$ cat config.mk
export PLATFORM = sky130hd
export DESIGN_NAME = frac_coord_gen
export DESIGN_NICKNAME = d
export VERILOG_FILES = /design/src/rtl/resizer_pkg.sv /design/src/rtl/frac_coord_gen_serial_div.sv /design/src/rtl/frac_coord_gen.sv
export SDC_FILE = /design/constraint.sdc
export NUM_CORES = 1
export LEC_CHECK = 0
export ABC_AREA = 1
export CAP_MARGIN = 20
export CORE_MARGIN = 3
export CORE_UTILIZATION = 59
export DETAILED_ROUTE_END_ITERATION = 10
export HOLD_SLACK_MARGIN = 0.06
export PLACE_DENSITY = 0.81
export SYNTH_ARGS = -nofsm -noshare
export SYNTH_HDL_FRONTEND = slang
export SYNTH_SLANG_ARGS = --single-unit
$ cat constraint.sdc
create_clock -name CLK -period 4.62 [get_ports CLK]
set_clock_uncertainty 0.15 [all_clocks]
set_input_delay 1.386 -clock CLK [delete_from_list [all_inputs] [get_ports CLK]]
set_output_delay 1.386 -clock CLK [all_outputs]
set_load 0.01 [all_outputs]
$ cat src/rtl/resizer_pkg.sv
// Shared types and constants for the image-resizer coordinate path.
package resizer_pkg;

  localparam int unsigned SW_W   = 5;
  localparam int unsigned TW_W   = 6;
  localparam int unsigned CRD_W  = 7;
  localparam int unsigned FRAC_W = 8;

  // Q0.8 unity; its log2 is the number of fraction quotient bits.
  localparam int unsigned FRAC_ONE  = 256;
  localparam int unsigned FRAC_ITER = $clog2(FRAC_ONE);

  localparam int unsigned DIV_CNT_W = 4;

  typedef enum logic [2:0] {
    IDLE,
    SETUP,
    FRAC,
    OUT,
    STEP,
    DONE
  } fcg_state_e;

endpackage

$ cat src/rtl/frac_coord_gen_serial_div.sv
// Restoring serial divider, one quotient bit per cycle.
// The partial remainder is seeded with init_rem_i and dividend bits are
// shifted in MSB-first from a left-aligned dividend_i, iter_i times.
module serial_div #(
  parameter int unsigned Q_W   = 8,
  parameter int unsigned R_W   = 6,
  parameter int unsigned CNT_W = 4
) (
  input  logic             clk_i,
  input  logic             rst_i,
  input  logic             start_i,
  input  logic [R_W-1:0]   divisor_i,
  input  logic [R_W-1:0]   init_rem_i,
  input  logic [Q_W-1:0]   dividend_i,
  input  logic [CNT_W-1:0] iter_i,
  output logic             valid_o,
  output logic [Q_W-1:0]   quot_o,
  output logic [R_W-1:0]   rem_o
);

  logic [R_W-1:0]   dvs_q;
  logic [R_W-1:0]   prem_q, prem_d;
  logic [Q_W-1:0]   dvd_q;
  logic [Q_W-1:0]   quo_q;
  logic [CNT_W-1:0] cnt_q;
  logic             busy_q;
  logic [R_W:0]     trial;
  logic [R_W:0]     diff;
  logic             ge;

  // One restoring step: trial subtract, keep the difference if non-negative.
  always_comb begin
    trial  = {prem_q, dvd_q[Q_W-1]};
    diff   = trial - {1'b0, dvs_q};
    ge     = (trial >= {1'b0, dvs_q});
    prem_d = ge ? diff[R_W-1:0] : trial[R_W-1:0];
  end

  // Load on start, then iterate until the count is exhausted.
  always_ff @(posedge clk_i or posedge rst_i) begin
    if (rst_i) begin
      dvs_q  <= '0;
      prem_q <= '0;
      dvd_q  <= '0;
      quo_q  <= '0;
      cnt_q  <= '0;
      busy_q <= 1'b0;
    end else if (start_i) begin
      dvs_q  <= divisor_i;
      prem_q <= init_rem_i;
      dvd_q  <= dividend_i;
      quo_q  <= '0;
      cnt_q  <= iter_i;
      busy_q <= 1'b1;
    end else if (busy_q) begin
      if (cnt_q != '0) begin
        prem_q <= prem_d;
        dvd_q  <= {dvd_q[Q_W-2:0], 1'b0};
        quo_q  <= {quo_q[Q_W-2:0], ge};
        cnt_q  <= cnt_q - CNT_W'(1);
      end else begin
        busy_q <= 1'b0;
      end
    end
  end

  assign valid_o = busy_q && (cnt_q == '0);
  assign quot_o  = quo_q;
  assign rem_o   = prem_q;

endmodule

$ cat src/rtl/frac_coord_gen.sv
// Per-axis source coordinate / Q0.8 fraction generator for t*(S-1)/(T-1),
// stepped incrementally; a shared serial divider supplies step constants
// and the per-sample fraction.
module frac_coord_gen #(
  parameter int unsigned SW_W   = resizer_pkg::SW_W,
  parameter int unsigned TW_W   = resizer_pkg::TW_W,
  parameter int unsigned CRD_W  = resizer_pkg::CRD_W,
  parameter int unsigned FRAC_W = resizer_pkg::FRAC_W
) (
  input  logic              CLK,
  input  logic              RST,
  input  logic              start,
  input  logic [SW_W-1:0]   S,
  input  logic [TW_W-1:0]   T,
  input  logic [CRD_W-1:0]  origin,
  input  logic              out_ready,
  output logic              out_valid,
  output logic [CRD_W-1:0]  out_coord,
  output logic [FRAC_W-1:0] out_frac,
  output logic              out_on_grid,
  output logic              out_last,
  output logic              busy,
  output logic              done
);

  import resizer_pkg::*;

  fcg_state_e state_q, state_d;

  logic [TW_W-1:0]   t_q, t_d;
  logic [SW_W-1:0]   quot_q, quot_d;
  logic [TW_W-1:0]   rem_q, rem_d;
  logic [TW_W-1:0]   dd_q, dd_d;
  logic [SW_W-1:0]   stq_q, stq_d;
  logic [TW_W-1:0]   str_q, str_d;
  logic [CRD_W-1:0]  org_q, org_d;
  logic [FRAC_W-1:0] frac_q, frac_d;
  logic              frun_q, frun_d;

  logic [TW_W:0]     rsum;
  logic [TW_W:0]     rsub;
  logic              carry;

  logic                 div_start;
  logic [TW_W-1:0]      div_divisor;
  logic [TW_W-1:0]      div_init;
  logic [FRAC_W-1:0]    div_dvd;
  logic [DIV_CNT_W-1:0] div_iter;
  logic                 div_valid;
  logic [FRAC_W-1:0]    div_quot;
  logic [TW_W-1:0]      div_rem;

  serial_div #(
    .Q_W   (FRAC_W),
    .R_W   (TW_W),
    .CNT_W (DIV_CNT_W)
  ) u_div (
    .clk_i      (CLK),
    .rst_i      (RST),
    .start_i    (div_start),
    .divisor_i  (div_divisor),
    .init_rem_i (div_init),
    .dividend_i (div_dvd),
    .iter_i     (div_iter),
    .valid_o    (div_valid),
    .quot_o     (div_quot),
    .rem_o      (div_rem)
  );

  // State and walk registers.
  always_ff @(posedge CLK or posedge RST) begin
    if (RST) begin
      state_q <= IDLE;
      t_q     <= '0;
      quot_q  <= '0;
      rem_q   <= '0;
      dd_q    <= '0;
      stq_q   <= '0;
      str_q   <= '0;
      org_q   <= '0;
      frac_q  <= '0;
      frun_q  <= 1'b0;
    end else begin
      state_q <= state_d;
      t_q     <= t_d;
      quot_q  <= quot_d;
      rem_q   <= rem_d;
      dd_q    <= dd_d;
      stq_q   <= stq_d;
      str_q   <= str_d;
      org_q   <= org_d;
      frac_q  <= frac_d;
      frun_q  <= frun_d;
    end
  end

  // Remainder stepping: rem + step_r may exceed D once, then carries into quot.
  always_comb begin
    rsum  = {1'b0, rem_q} + {1'b0, str_q};
    rsub  = rsum - {1'b0, dd_q};
    carry = (rsum >= {1'b0, dd_q});
  end

  // Next-state and datapath update, including divider launch.
  always_comb begin
    state_d     = state_q;
    t_d         = t_q;
    quot_d      = quot_q;
    rem_d       = rem_q;
    dd_d        = dd_q;
    stq_d       = stq_q;
    str_d       = str_q;
    org_d       = org_q;
    frac_d      = frac_q;
    frun_d      = frun_q;
    div_start   = 1'b0;
    div_divisor = dd_q;
    div_init    = rem_q;
    div_dvd     = '0;
    div_iter    = DIV_CNT_W'(FRAC_ITER);

    case (state_q)
      IDLE, DONE: begin
        if (start) begin
          org_d       = origin;
          dd_d        = T - TW_W'(1);
          t_d         = '0;
          quot_d      = '0;
          rem_d       = '0;
          frac_d      = '0;
          frun_d      = 1'b0;
          // Step constants: (S-1)/(T-1), dividend left-aligned for the shifter.
          div_start   = 1'b1;
          div_divisor = T - TW_W'(1);
          div_init    = '0;
          div_dvd     = FRAC_W'(S - SW_W'(1)) << (FRAC_W - SW_W);
          div_iter    = DIV_CNT_W'(SW_W);
          state_d     = SETUP;
        end
      end
      SETUP: begin
        if (div_valid) begin
          if (dd_q == '0) begin
            stq_d = '0;
            str_d = '0;
          end else begin
            stq_d = div_quot[SW_W-1:0];
            str_d = div_rem;
          end
          state_d = FRAC;
        end
      end
      FRAC: begin
        if (rem_q == '0) begin
          frac_d  = '0;
          state_d = OUT;
        end else if (!frun_q) begin
          // Fraction: seed remainder with rem, shift in FRAC_ITER zero bits.
          div_start = 1'b1;
          frun_d    = 1'b1;
        end else if (div_valid) begin
          frac_d  = div_quot;
          frun_d  = 1'b0;
          state_d = OUT;
        end
      end
      OUT: begin
        if (out_ready) state_d = STEP;
      end
      STEP: begin
        if (t_q == dd_q) begin
          state_d = DONE;
        end else begin
          t_d     = t_q + TW_W'(1);
          quot_d  = quot_q + stq_q + SW_W'(carry);
          rem_d   = carry ? rsub[TW_W-1:0] : rsum[TW_W-1:0];
          state_d = FRAC;
        end
      end
      default: state_d = IDLE;
    endcase
  end

  // Outputs decoded from state; sample fields are zero outside OUT.
  always_comb begin
    out_valid   = 1'b0;
    out_coord   = '0;
    out_frac    = '0;
    out_on_grid = 1'b0;
    out_last    = 1'b0;
    busy        = (state_q == SETUP) || (state_q == FRAC) ||
                  (state_q == OUT)   || (state_q == STEP);
    done        = (state_q == DONE);
    if (state_q == OUT) begin
      out_valid   = 1'b1;
      out_coord   = org_q + CRD_W'(quot_q);
      out_frac    = frac_q;
      out_on_grid = (rem_q == '0);
      out_last    = (t_q == dd_q);
    end
  end

endmodule

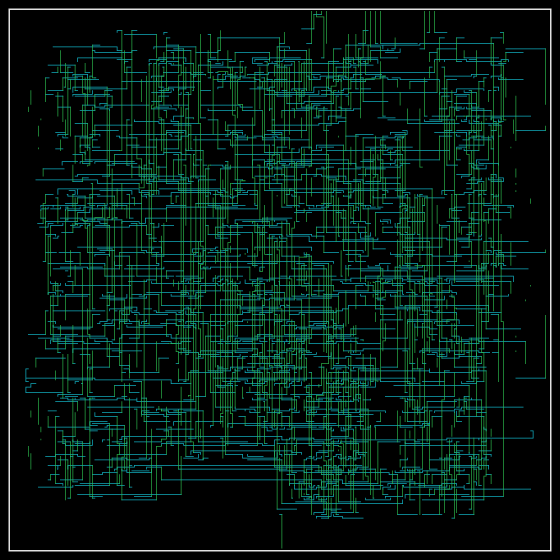
run_1/layers.png
Only two layers are drawn.
layer	color	wire length
M1	cyan	5,500 um
M2	green	5,910 um

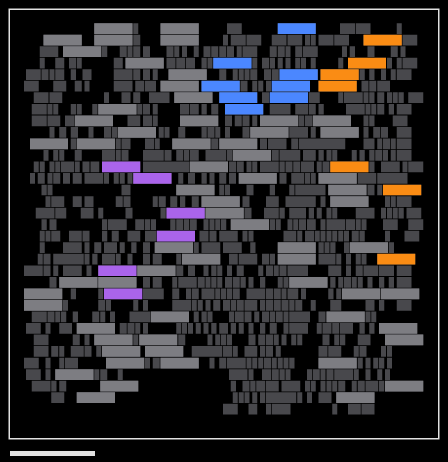
run_1/ff_map.png
Bar = 20 um. Other sequential cells in the stronger gray, the rest of the logic in the fainter gray.
signal	color	placed flops
frac_q	blue	8
org_q	orange	7
u_div.rem_o	purple	6
not colored	62
power dissipated in sequential cells: 1.26 mW
share of cell area taken by flip-flops and latches: 34.6%
Final Core Density: 68.9%

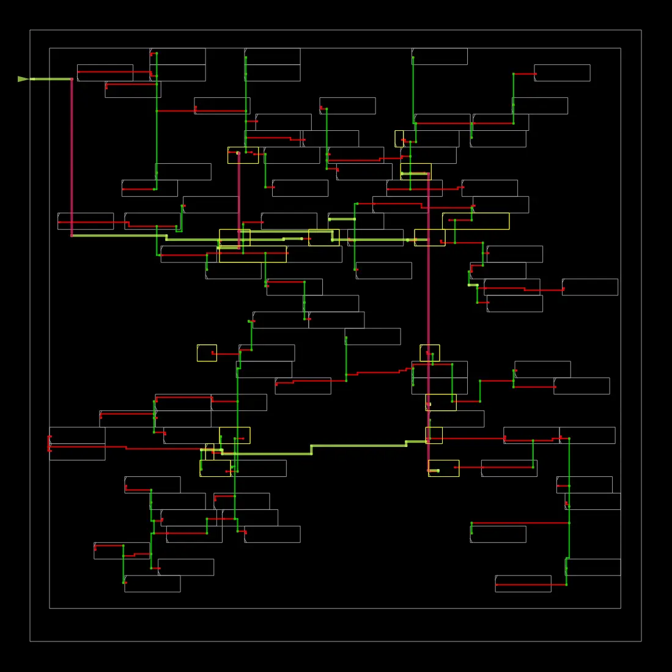
run_1/clock_nets.png
seq_cells: 83
clock latency reported for the late side of the worst-skew pair: 0.35 ns
number of sinks on the clock net: 83
Power Clock: 574 uW
number of buffers created by CTS: 9

==> flow_summary.toml, run 1 <==
# synthesis and place-and-route metrics
[setup_path]
crit_required_ns = 3.08
crit_path_end_kind = "output port"
end_of_the_worst_register_to_register_path = "quot_q[4]"
worst_r2r_startpoint = "rem_q[0]"
slowest_stage = "clkdlybuf4s50_1"
crit_buf_inv = 2
path_common_cell = "nor2_1"
worstSetupEndpoint = "out_coord[6]"
critical_path_cell_count = 11
crit_family = "adder cells"
arrival_ns = 2.74
critical_path.cell_chain = "ha_1 -> fa_1 -> nand2_1 -> inv_1 -> o21a_1 -> nor2_1 -> nor2_1 -> o21ai_0 -> nor2_1 -> nor2_1 -> clkdlybuf4s50_1"

[finish]
area.share.combinational_pct = 45.1
nMultiInputCombCells = 490
flow.area_growth_from_synthesis_pct = 12.9
most-common-layout-cells = "nand2_1 (155), inv_1 (105), dfrtp_1 (83)"
seq_area_mm2 = 0.00208
mostFrequentLayoutCell = "nand2_1"
antenna-diode-count = 0
layout-drive-gt1-share_pct = 6.55
fillerInstances = 721
mi_logic_area_mm2 = 0.00271
largest_class = "logic gates"
layout.clock_buffers = 11

[yosys]
share_of_synthesized_area_occupied_by_flip_flops_and_latches_pct = 39.1
synth-cells-yosys = 703
synth_async_sr_flop_share_pct = 100
flip_flop_and_latch_count_after_synthesis = 83
synth-warning-count = 0
synthMuxAreaShare_pct = 0
cells_after_synthesis = 703
ys_area_mm2 = 0.00532
synth-compound-area-share_pct = 11.5
yosys.area_share.simple_pct = 25.5
synth.cell_area_mm2 = 0.00532
avgSynthCellArea_um2 = 7.56
ys_sh_adder_pct = 9.56
edf_count = 0

[floorplanning]
die_width_um = 101
area_enclosed_by_the_die_boundary_mm2 = 0.0102
rows = 34
core-area_mm2 = 0.00872

[timing]
slew-limit-headroom_pct = 42.5
worst_hold_slack_ns = 0.345
finish_stage_setup_viols = 0
fin_ws_ns = 0.345
timing_worst_slew_pin_value_ns = 0.862
final_max_slew_viols = 0

[cts]
cts_tree = "yes"
worst_setup_hold_path_clk_slew_ns = 0.08
cts_root_buf = "clkbuf_8"
clock_h_tree_levels = 3
cts_setup_buffers = 0
clock_tree.buffer_depth = 2

[global_route]
grt_max_degree = 51
grt.met3_usage_pct = 4.08
first_global_vias = 4572
grt_pass1_wl_mm = 20.8
track_usage_pct = 25.3
grtUsageMet2_pct = 43.0

[detailed_routing]
drt-wirelength-per-cell_um = 14.4
routed_via_density = 5.48
route.antenna.remaining_nets = 0
detailed_route_drc_error_count = 0
met1Wirelength_mm = 5.50
first_iter_violations = 228

[placement]
dpl.cell_count = 840
portBuffers = 41
hpwl_mm = 9.50

[power_and_ir_drop]
power.switching_fraction_pct = 50.5
cellPowerDensity_mw_per_mm2 = 808
switching_power_mw = 2.45
p_comb_share_pct = 62.3

[hold_path]
min-delay-path-class = "flop to flop"

[status]
run_status = "complete, no violations"
-- run 1: synthesized netlist by cell type, types with 2 or more instances --
cell type	n	area, um2
nor3_2	2	20.0
buf_6	3	33.8
nor2_2	2	12.5
nand4_1	9	56.3
inv_2	9	33.8
a21oi_1	23	115
a21oi_2	4	35.0
xnor2_1	15	131
o22ai_1	15	93.8
clkbuf_1	4	15.0
nor3_1	11	55.1
a31oi_1	3	18.8
nor2_1	69	259
nor2_4	2	22.5
ha_1	31	388
xor2_1	12	105
o21ai_0	45	225
nand2_2	4	25.0
nand3_1	55	275
o21ai_2	2	17.5
o21ai_1	14	70.1
nand2_1	155	582
or2_2	4	25.0
buf_2	3	15.0
inv_1	106	398
dfrtp_1	83	2080
o21bai_1	2	15.0
fa_1	6	120
buf_4	4	30.0
--- run 2 (diff from run 1) ---
Settings changed: MAX_ROUTING_LAYER set to met4, PLACE_DENSITY 0.81 to 0.78.
Clock period 4.62 ns to 4.6 ns, I/O delays scaled along.
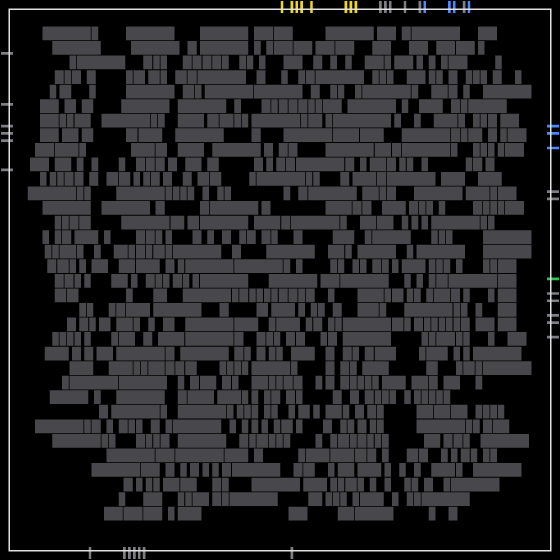
run_2/pinout.png
Pins as bars across the die edge, other pins in gray.
port	color	pins	direction	edge
out_frac	yellow	8	output	top
busy	green	1	output	right
out_coord	blue	7	output	4 top, 3 right
all pins by edge	18 top, 11 right, 7 bottom, 6 left
Die X: 101 um
Port Buffer Count: 41

==> run 2 against run 1 <==
  * Critical path type unchanged
  * Sequential share of layout area is 0.058 points higher
  * Final area is 0.17% lower
  * Global-route usage hardly changed
  * Utilization is 0.11 points lower
  * Worst hold slack worse by 0.0018 ns
  * Via count is 1.0% lower
  * Die area stayed put
  * Largest cell class unchanged
  * Total power is 0.14% lower
  * Clock power is 4.5% lower
  * First-iteration DRC count is 29% higher
  * Flip-flop count stayed put
  * Critical path depth stayed put
==> flow_summary.toml, run 2 <==
# synthesis and place-and-route metrics
[status]
run_status = "complete, no violations"

[cts]
clock_h_tree_levels = 3
clock_tree.buffer_depth = 2
cts-buffers-inserted = 9
worst_setup_hold_path_clk_slew_ns = 0.09
clkSinkCount = 83
cts_setup_buffers = 0
cts_root_buf = "clkbuf_8"

[yosys]
avgSynthCellArea_um2 = 7.56
synthTopCellsByCount = "nand2_1 (155), inv_1 (106), dfrtp_1 (83), nor2_1 (69), nand3_1 (55)"
cells_after_synthesis = 703
synth_top_cell_by_area = "dfrtp_1"
edf_count = 0
synth.cell_area_mm2 = 0.00532
synth-warning-count = 0
share_of_synthesized_area_occupied_by_flip_flops_and_latches_pct = 39.1
post_synth_main_area_contributors = "dfrtp_1 (39%), nand2_1 (11%), inv_1 (7.5%)"
cell_with_the_most_instances_after_synthesis = "nand2_1"
ys_area_mm2 = 0.00532
synth_largest_type_area_fraction_pct = 39.1

[global_route]
grt.met3_usage_pct = 2.49
track_usage_pct = 25.3
first_global_vias = 4413
grtUsageMet2_pct = 40.4
grt_max_degree = 32

[detailed_routing]
drt-wirelength-per-cell_um = 14.0
detailed_route_drc_error_count = 0
route.antenna.remaining_nets = 0
routed_via_density = 5.43

[setup_path]
worstSetupEndpoint = "out_coord[6]"
crit_buf_inv = 2
crit_path_end_kind = "output port"
worst_r2r_startpoint = "rem_q[0]"
critical_path.cell_chain = "ha_1 -> fa_1 -> nand2_1 -> inv_1 -> o21a_1 -> nor2_1 -> nor2_1 -> o21ai_0 -> nor2_1 -> nor2_1 -> clkdlybuf4s50_1"
crit_required_ns = 3.07
end_of_the_worst_register_to_register_path = "quot_q[4]"
crit_family = "adder cells"
path_common_cell = "nor2_1"
slowest_stage = "clkdlybuf4s50_1"

[placement]
hpwl_mm = 9.33
dpl.cell_count = 840

[finish]
layout-drive-gt1-share_pct = 6.82
finish.utilization_pct = 68.7
seq_area_mm2 = 0.00208
antenna-diode-count = 0
fillerInstances = 767
mostFrequentLayoutCell = "nand2_1"
most-common-layout-cells = "nand2_1 (155), inv_1 (105), dfrtp_1 (83)"
flow.area_growth_from_synthesis_pct = 12.8

[power_and_ir_drop]
p_comb_share_pct = 62.8
power.switching_fraction_pct = 51.2
cellPowerDensity_mw_per_mm2 = 809
power_sequential_mw = 1.26
switching_power_mw = 2.48
clock_power_uw = 548

[timing]
slew-limit-headroom_pct = 47.0
final_max_slew_viols = 0
timing_worst_slew_pin_value_ns = 0.793
finish_stage_setup_viols = 0
fin_ws_ns = 0.334
worst_hold_slack_ns = 0.343

[floorplanning]
rows = 34
area_enclosed_by_the_die_boundary_mm2 = 0.0102
core-area_mm2 = 0.00872

[hold_path]
min-delay-path-class = "flop to flop"
## run 2: cell count changes in the layout (fill, tap and decap cells not counted)
| cell | change |
|---|---|
| clkinv_4 | -1 |
| inv_6 | +1 |
| bufinv_16 | -1 |
| clkinv_2 | +1 |
| clkbuf_1 | -2 |
| inv_8 | +2 |
## run 2: layout make-up
type	instances	area share, %
flip-flops and latches	83	34.6
clock inverters	7	1.38
inverters	115	7.22
well taps	108	2.25
multi-input cells	490	45.2
repair buffers	44	7.22
clock buffers	9	2.07
## run 2: cell families (layout without fill, tap and decap cells)
kind of cell    count (synthesis)  in the layout  synth area share (%)
compound gates                110            110                  11.5
xor+xnor                       27             27                  4.45
fa+ha+maj                      37             37                  9.56
buf+inv                       130            175                  9.95
flops                          83             83                  39.1
simple gates                  316            316                  25.5
Power figures rest on the tool's default switching activity, not on a simulated workload.
